Figure 1. Gate families picked out.
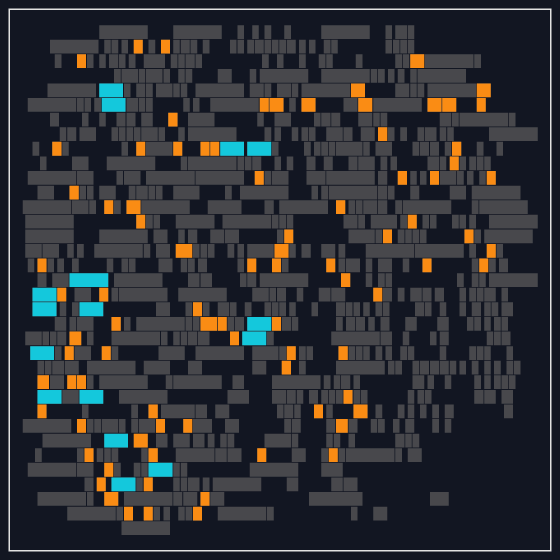
Figure 2. Clock wiring as the flow saved it.
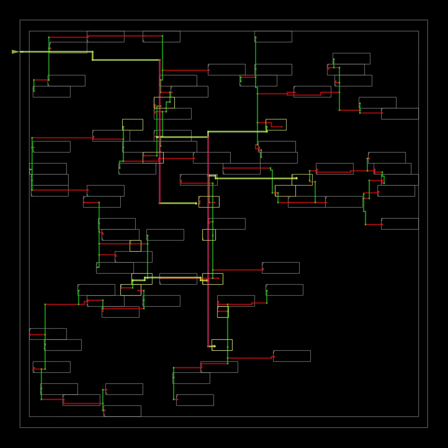
Figure 3. Clock network drawn from the DEF.
The bar under the picture is 20 um long.
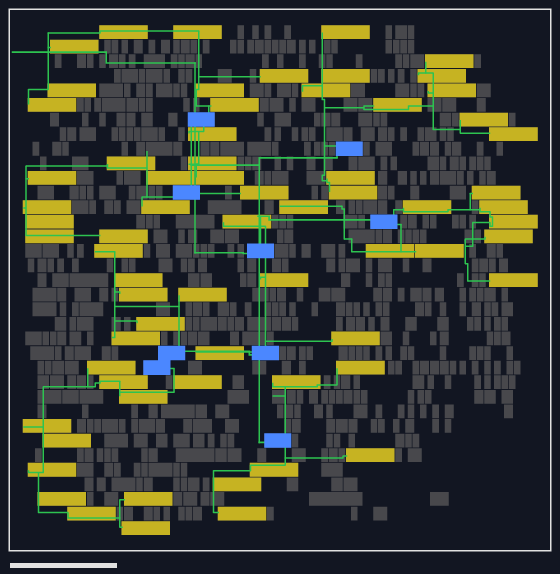
Design quad_encoder_gen, sky130hd; sources not shown.
==> CHANGELOG.md <==
### Implementation results

* Met2 usage at 41.79%
* Slowest cell on crit path: dfrtp_1
* Final Slew Violations at 0
* ANT cells at 0
* Flop area at 1677 um^2
* Avg Vias per Cell at 5.285
* Seq/total area at 32.35%
* Non-CTS buffers at 30
* Pre-antenna DRT Iters at 5
* DRC at 0
* CTS Buffer Depth at 2
* Layout cells sized above 1 at 10.20%
* Hold_buf cts at 2
* Antenna violations before repair at 0
* Final worst slack at 0.1362 ns
* Layout clock area frac at 3.380%
* Top class by area: logic gates
* I/O Buffers at 0
* Yosys stat cell total at 678
* H-tree levels at 3
* Synth Area per Inst at 6.891 um^2
* Post-CTS setup repair buffer count at 0
* Tool Warnings at 31
* Routed WL per cell at 14.24 um
* YS chip area at 4672 um^2
* RSZ-0062 raised after global routing: yes
* Util after Layout at 56.62%
* GPL Wtd Cong at 0.9591
* Worst setup SP type: register
* Yosys reg bits at 67
* Status: finished, final reports clean
* Fin crit period at 1.864 ns
* Total clock buffers created by CTS at 9
* Met2 WL at 5712 um
About Figure 1:
Key: orange = aoi and oai cells [cells 85, where spread over the die]; cyan = fa/ha/maj cells [cells 16]
most numerous logic cell after layout: nand2_1
combinational fraction of the cell area: 49.76%
non-filler instance count after layout: 817

About Figure 2:
Clk Latency, worst-skew pair: 0.34 ns
clk_skew: 0.01179 ns
CTS sink count: 67

About Figure 3:
Key: yellow = flip-flops [count 67]; blue = clock drivers [count 9]; green = clock wires [length 876 um]
Position of the flops: spread over the die.
clock share of power: 14.0%
P_clk: 1030 uW

## power by group
group / leakage, uW / total, uW / switching [uW] / internal, uW
Sequential: 0.000826 / 2440 / 525 / 1910
Combinational: 0.00173 / 3850 / 2410 / 1440
Clock: 0.0000839 / 1030 / 519 / 508
## synthesized netlist by cell type (all sizes together)
cell	n	area (um^2)
nor3b	2	15.01
inv	94	352.8
a211oi	1	7.510
o21ai	47	239.0
o31ai	1	7.510
nor2	111	455.4
nand4	15	93.84
o211ai	3	22.52
xor2	24	210.2
o21bai	8	60.06
ha	15	187.7
a31oi	3	18.77
nand3	57	307.8
buf	13	87.57
clkbuf	3	11.26
a21oi	21	105.1
xnor2	6	52.55
nor3	10	50.05
o221ai	1	8.760
dfrtp	67	1677
a21o	2	15.01
fa	1	20.02
nand2	173	666.9
## cell families (layout without fill, tap and decap cells)
| family | after synthesis | after routing | share of synthesized area [%] |
|---|---|---|---|
| AND/OR/NAND/NOR | 368 | 368 | 34.01 |
| buffers and inverters | 110 | 138 | 9.667 |
| AND-OR/OR-AND | 87 | 87 | 10.36 |
| flip-flops | 67 | 67 | 35.89 |
| XOR/XNOR | 30 | 30 | 5.624 |
| adder cells (fa/ha/maj) | 16 | 16 | 4.446 |
## critical path, delay by kind of cell, from the launching register on
kind / cells / cell delay (ns)
simple gates: 2 / 0.28
buf+inv: 4 / 0.45
flops: 1 / 0.50
## through the flow
| stage | power (uW) | hold WS (ns) | setup TNS (ns) | area, um^2 |
|---|---|---|---|---|
| floorplan | 5187 | 0.004409 | 0 | 4672 |
| global placement | 6119 | 0.009364 | 0 | 4927 |
| detailed placement | 6215 | 0.009352 | 0 | 4927 |
| CTS | 7291 | 0.07657 | 0 | 5140 |
| global route | 8048 | 0.06748 | -0.01624 | 5182 |
| finish | 7315 | 0.07803 | 0 | 5182 |
Power is estimated from default activity; no workload was simulated.
